===== config.mk =====
export PLATFORM = sky130hd
export DESIGN_NAME = rps_round_ctrl
export DESIGN_NICKNAME = d
export VERILOG_FILES = /design/src/rtl/rps_round_ctrl.sv
export SDC_FILE = /design/constraint.sdc
export NUM_CORES = 1
export LEC_CHECK = 0
export ABC_AREA = 1
export CORE_UTILIZATION = 58
export CTS_BUF_LIST = sky130_fd_sc_hd__clkbuf_8 sky130_fd_sc_hd__clkbuf_16
export CTS_CLUSTER_SIZE = 24
export DETAILED_ROUTE_END_ITERATION = 16
export GPL_TIMING_DRIVEN = 0
export PLACE_DENSITY = 0.81
export REMOVE_ABC_BUFFERS = 1
export SLEW_MARGIN = 15
export SYNTH_ARGS = -nofsm -noshare
export SYNTH_HDL_FRONTEND = slang
export SYNTH_SLANG_ARGS = --single-unit

===== constraint.sdc =====
create_clock -name CLK -period 2.5 [get_ports CLK]
set_clock_uncertainty 0.15 [all_clocks]
set_input_delay 0.5 -clock CLK [delete_from_list [all_inputs] [get_ports CLK]]
set_output_delay 0.5 -clock CLK [all_outputs]
set_load 0.1 [all_outputs]

===== src/rtl/rps_round_ctrl.sv =====
// Rock-paper-scissors round sequencer: debounces the player's punch, samples
// a free-running LFSR for the cpu move, judges the round, holds the result
// for a display window and keeps a first-to-WIN_SCORE match score.
module rps_round_ctrl #(
  parameter int DEB_TICKS  = 4,
  parameter int SHOW_TICKS = 8,
  parameter int WIN_SCORE  = 3
) (
  input  logic       CLK,
  input  logic       Clear,
  input  logic       tick,
  input  logic [3:0] punch,
  input  logic       new_game,
  output logic [1:0] player_move,
  output logic [1:0] cpu_move,
  output logic [1:0] result,
  output logic [3:0] score_p,
  output logic [3:0] score_c,
  output logic       show,
  output logic       game_over,
  output logic [2:0] state
);
  typedef enum logic [2:0] {IDLE = 3'd0, READY = 3'd1, LOCK = 3'd2, SHOW = 3'd3, OVER = 3'd4} state_t;

  localparam int DW = $clog2(DEB_TICKS + 1);
  localparam int SW = $clog2(SHOW_TICKS + 1);

  state_t        st_q, st_d;
  logic [DW-1:0] deb_q, deb_d;
  logic [SW-1:0] shw_q, shw_d;
  logic [3:0]    cand_q, cand_d;
  logic [7:0]    lfsr_q;
  logic [1:0]    pm_d, cm_d, res_d;
  logic [3:0]    sp_d, sc_d;
  logic [1:0]    pcode, cpu_pick;
  logic          valid, pwin;

  assign state = st_q;

  // Free-running LFSR, the only source of cpu randomness.
  always_ff @(posedge CLK or posedge Clear) begin
    if (Clear) lfsr_q <= 8'h01;
    else       lfsr_q <= {lfsr_q[6:0], lfsr_q[7] ^ lfsr_q[5] ^ lfsr_q[4] ^ lfsr_q[3]};
  end

  // Button decode; anything that is not a single legal button is invalid.
  always_comb begin
    pcode = 2'b11;
    case (punch)
      4'b0001: pcode = 2'b00;
      4'b0010: pcode = 2'b01;
      4'b0100: pcode = 2'b10;
      default: pcode = 2'b11;
    endcase
  end
  assign valid    = (pcode != 2'b11);
  assign cpu_pick = (lfsr_q[1:0] == 2'b11) ? 2'b00 : lfsr_q[1:0];
  assign pwin     = (player_move == 2'b01 && cpu_pick == 2'b00) ||
                    (player_move == 2'b10 && cpu_pick == 2'b01) ||
                    (player_move == 2'b00 && cpu_pick == 2'b10);

  // Next-state and datapath updates for the round FSM.
  always_comb begin
    st_d   = st_q;
    deb_d  = deb_q;
    shw_d  = shw_q;
    cand_d = cand_q;
    pm_d   = player_move;
    cm_d   = cpu_move;
    res_d  = result;
    sp_d   = score_p;
    sc_d   = score_c;
    case (st_q)
      IDLE: if (punch == 4'b0000) begin
        st_d   = READY;
        pm_d   = 2'b11;
        cm_d   = 2'b11;
        res_d  = 2'b00;
        deb_d  = '0;
        cand_d = punch;
      end
      READY: begin
        // A changed or illegal punch restarts debounce, even on a tick.
        if (punch != cand_q || !valid) begin
          cand_d = punch;
          deb_d  = '0;
        end else if (tick) begin
          if (deb_q == DW'(DEB_TICKS - 1)) begin
            pm_d  = pcode;
            deb_d = '0;
            st_d  = LOCK;
          end else begin
            deb_d = deb_q + 1'b1;
          end
        end
      end
      LOCK: begin
        cm_d  = cpu_pick;
        shw_d = '0;
        st_d  = SHOW;
        if (player_move == cpu_pick) begin
          res_d = 2'b11;
        end else if (pwin) begin
          res_d = 2'b01;
          if (score_p < 4'(WIN_SCORE)) sp_d = score_p + 4'd1;
        end else begin
          res_d = 2'b10;
          if (score_c < 4'(WIN_SCORE)) sc_d = score_c + 4'd1;
        end
      end
      SHOW: if (tick) begin
        if (shw_q == SW'(SHOW_TICKS - 1)) begin
          shw_d = '0;
          st_d  = (score_p == 4'(WIN_SCORE) || score_c == 4'(WIN_SCORE)) ? OVER : IDLE;
        end else begin
          shw_d = shw_q + 1'b1;
        end
      end
      OVER: if (new_game) begin
        sp_d = 4'd0;
        sc_d = 4'd0;
        st_d = IDLE;
      end
      default: st_d = IDLE;
    endcase
  end

  // State and output registers; show/game_over registered from next state.
  always_ff @(posedge CLK or posedge Clear) begin
    if (Clear) begin
      st_q        <= IDLE;
      deb_q       <= '0;
      shw_q       <= '0;
      cand_q      <= 4'd0;
      player_move <= 2'b11;
      cpu_move    <= 2'b11;
      result      <= 2'b00;
      score_p     <= 4'd0;
      score_c     <= 4'd0;
      show        <= 1'b0;
      game_over   <= 1'b0;
    end else begin
      st_q        <= st_d;
      deb_q       <= deb_d;
      shw_q       <= shw_d;
      cand_q      <= cand_d;
      player_move <= pm_d;
      cpu_move    <= cm_d;
      result      <= res_d;
      score_p     <= sp_d;
      score_c     <= sc_d;
      show        <= (st_d == SHOW);
      game_over   <= (st_d == OVER);
    end
  end
endmodule


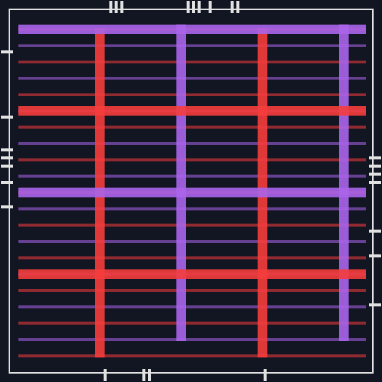
**Above:** PDN straps and rails.
Drawn at 6 px/um. Pins as bars on the die edge.
net	colour
VDD	purple
VSS	red
rows	20
met4 straps	4
met1 rails	21
met5 straps	4

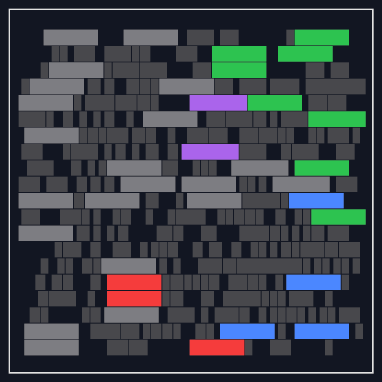
**Above:** sequential cells grouped by signal name.
Drawn at 6 px/um. Other sequential cells in the stronger grey, the rest of the logic in the fainter grey.
netlist name	colour	sequential cells
lfsr_q	green	8
deb_q	red	3
cpu_move	purple	2
cand_q	blue	4
Power Sequential: 0.000906 W
register area: 957 um2

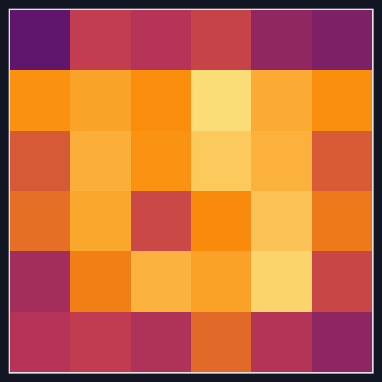
**Above:** cell density map.
Drawn at 6 px/um. The die is cut into 6 by 6 equal tiles; black is low, pale yellow is high, 0 to 100% covered.
mean over tiles	65%
fullest tile	93%
tiles over 75% full	42%

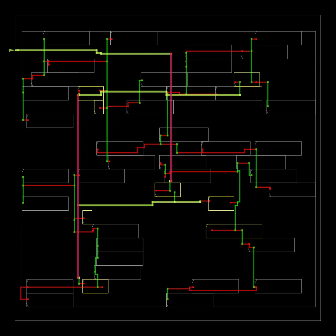
**Above:** clock routing.
clk_buf instances: 5
number of sequential cells: 38
sink count of the clock tree: 38
clock network latency to the later pin of the worst-skew pair: 300 ps
power of the clock network: 0.000517 W

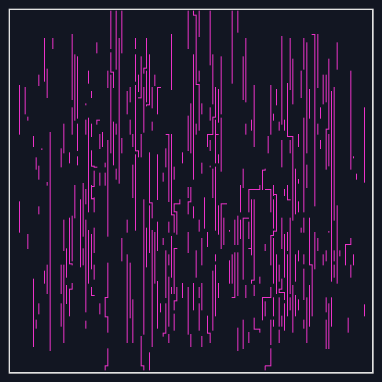
**Above:** M2 wires.
Drawn at 6 px/um.
main direction	vertical
longest straight run	36.4 um
nets with wire on the layer	221
wire length on this layer	1,760 um
share of all routed wire	48%

cell usage in the layout (no fill, tap or decap), types with 5 or more instances in the layout:
master and count:
sky130_fd_sc_hd__nand3_1 22, sky130_fd_sc_hd__nand2_1 55, sky130_fd_sc_hd__clkdlybuf4s50_1 13, sky130_fd_sc_hd__inv_1 31, sky130_fd_sc_hd__dfrtp_1 33, sky130_fd_sc_hd__dfstp_2 5
sky130_fd_sc_hd__dlygate4sd2_1 8, sky130_fd_sc_hd__o21ai_0 7, sky130_fd_sc_hd__ha_1 8, sky130_fd_sc_hd__nand4_1 8, sky130_fd_sc_hd__nor2_1 12, sky130_fd_sc_hd__clkbuf_8 5
sky130_fd_sc_hd__dlymetal6s2s_1 5
registers in the layout, indices dropped and copies added, names as in the netlist:
name,flops
cpu_move,2
deb_q,3
lfsr_q,8
shw_q,4
result,2
cand_q,4
score_c,4
state,3
player_move,2
show,1
score_p,4
game_over,1
how the worst max path moves through the flow:
stage	slack [ps]	cells after the start	to	startpoint
6_report	40	1	score_p[3]	score_p[3]$_DFFE_PP0P_
5_1_grt	7	1	result[1]	result[1]$_DFFE_PP0P_
4_1_cts	5	1	score_p[0]	score_p[0]$_DFFE_PP0P_
3_5_place_dp	120	1	player_move[0]	player_move[0]$_DFFE_PP1P_
3_3_place_gp	130	1	player_move[1]	player_move[1]$_DFFE_PP1P_
2_1_floorplan	420	4	shw_q[3]$_DFFE_PP0P_	state[0]$_DFF_PP0_
repair_timing:
item,in CTS,in global routing
hold buffers,0,0
gates resized,8,5
pin swaps,0,0
setup endpoints to repair,8,5
through the flow:
step	hold slack, ps	power, W
after global routing	231	0.00303
after detailed placement	188	0.00240
after global placement	187	0.00238
after floorplan	181	0.00208
final	224	0.00287
after CTS	207	0.00289
==> results.txt <==
On the backend side, the flow ran end to end.

The cell sequence reported for the critical path is clkdlybuf4s50_1. The tally of unique sky130hd cells used after synthesis stands at 32. The switching part of the total power stands at 50.5%. In the final timing run, aggregate negative setup slack is 0 ps.

TritonCTS built the clock tree. Per STA, the highest per-stage delay on the worst path measures 1140 ps. The share of the final layout cell area in multi-input gates stands at 36.3%. In this run the count of I/O pins placed on the die edge is 27. The met3 usage stands at 8.32%. The total length of routed wires stands at 3690 um. The post-route netlist has 13.1% of its cells at a drive strength greater than 1. After its last routability iteration, the placer logged a weighted congestion of 0.778. Sorting the Yosys area breakdown by cell type puts at the top sky130_fd_sc_hd__dfrtp_1. Of the synthesized area, sequential elements account for 48.5%. Ranked by power, first place goes to combinational logic. The width of the die stands at 60.3 um. The total power density per cell area stands at 1190 nW/um2. The cell sitting at the root of the clock tree is a sky130_fd_sc_hd__clkbuf_8. The run finished with clean final reports.

The number of antenna violations at the first check in global routing was 0. The global routing stage identified its most utilized layer as met2. 0 antenna diodes ended up in the layout.

The async set-reset flop share out of synthesis stands at 100%. Logged for this run, the post-placement worst setup slack is 118 ps. Once layout is complete, the cells apart from fillers number 304.

Grouping non-sequential cells by family puts the most area in simple AND/OR/NAND/NOR gates. In this design, the largest share of critical-path delay is due to buffers and inverters. The synthesized netlist handed to floorplanning was reported with a cell count of 226.

After detailed routing, the number of remaining DRC violations is 0. IR analysis of the VDD net gives a maximum drop of 0.000832 V. Total global-route track usage over all layers is 23.3%. The flip-flop and latch count after synthesis stands at 38. The cell-internal power stands at 0.00142 W. The arrival time of the worst setup path stands at 1810 ps. The registers of the reported paths see a clock transition of 80 ps. The post-detailed-route via-to-cell ratio stands at 5.03. The post-synth count of flops with an enable pin is 0.

The yosys cell count stands at 226. The global-route met1 utilization stands at 29.5%. The total overflow reported by the global router stands at 0. The number of instances in the placed design stands at 296.

Setup repair after global routing left no endpoint under its margin.
Power figures rest on the tool's default switching activity, not on a simulated workload.
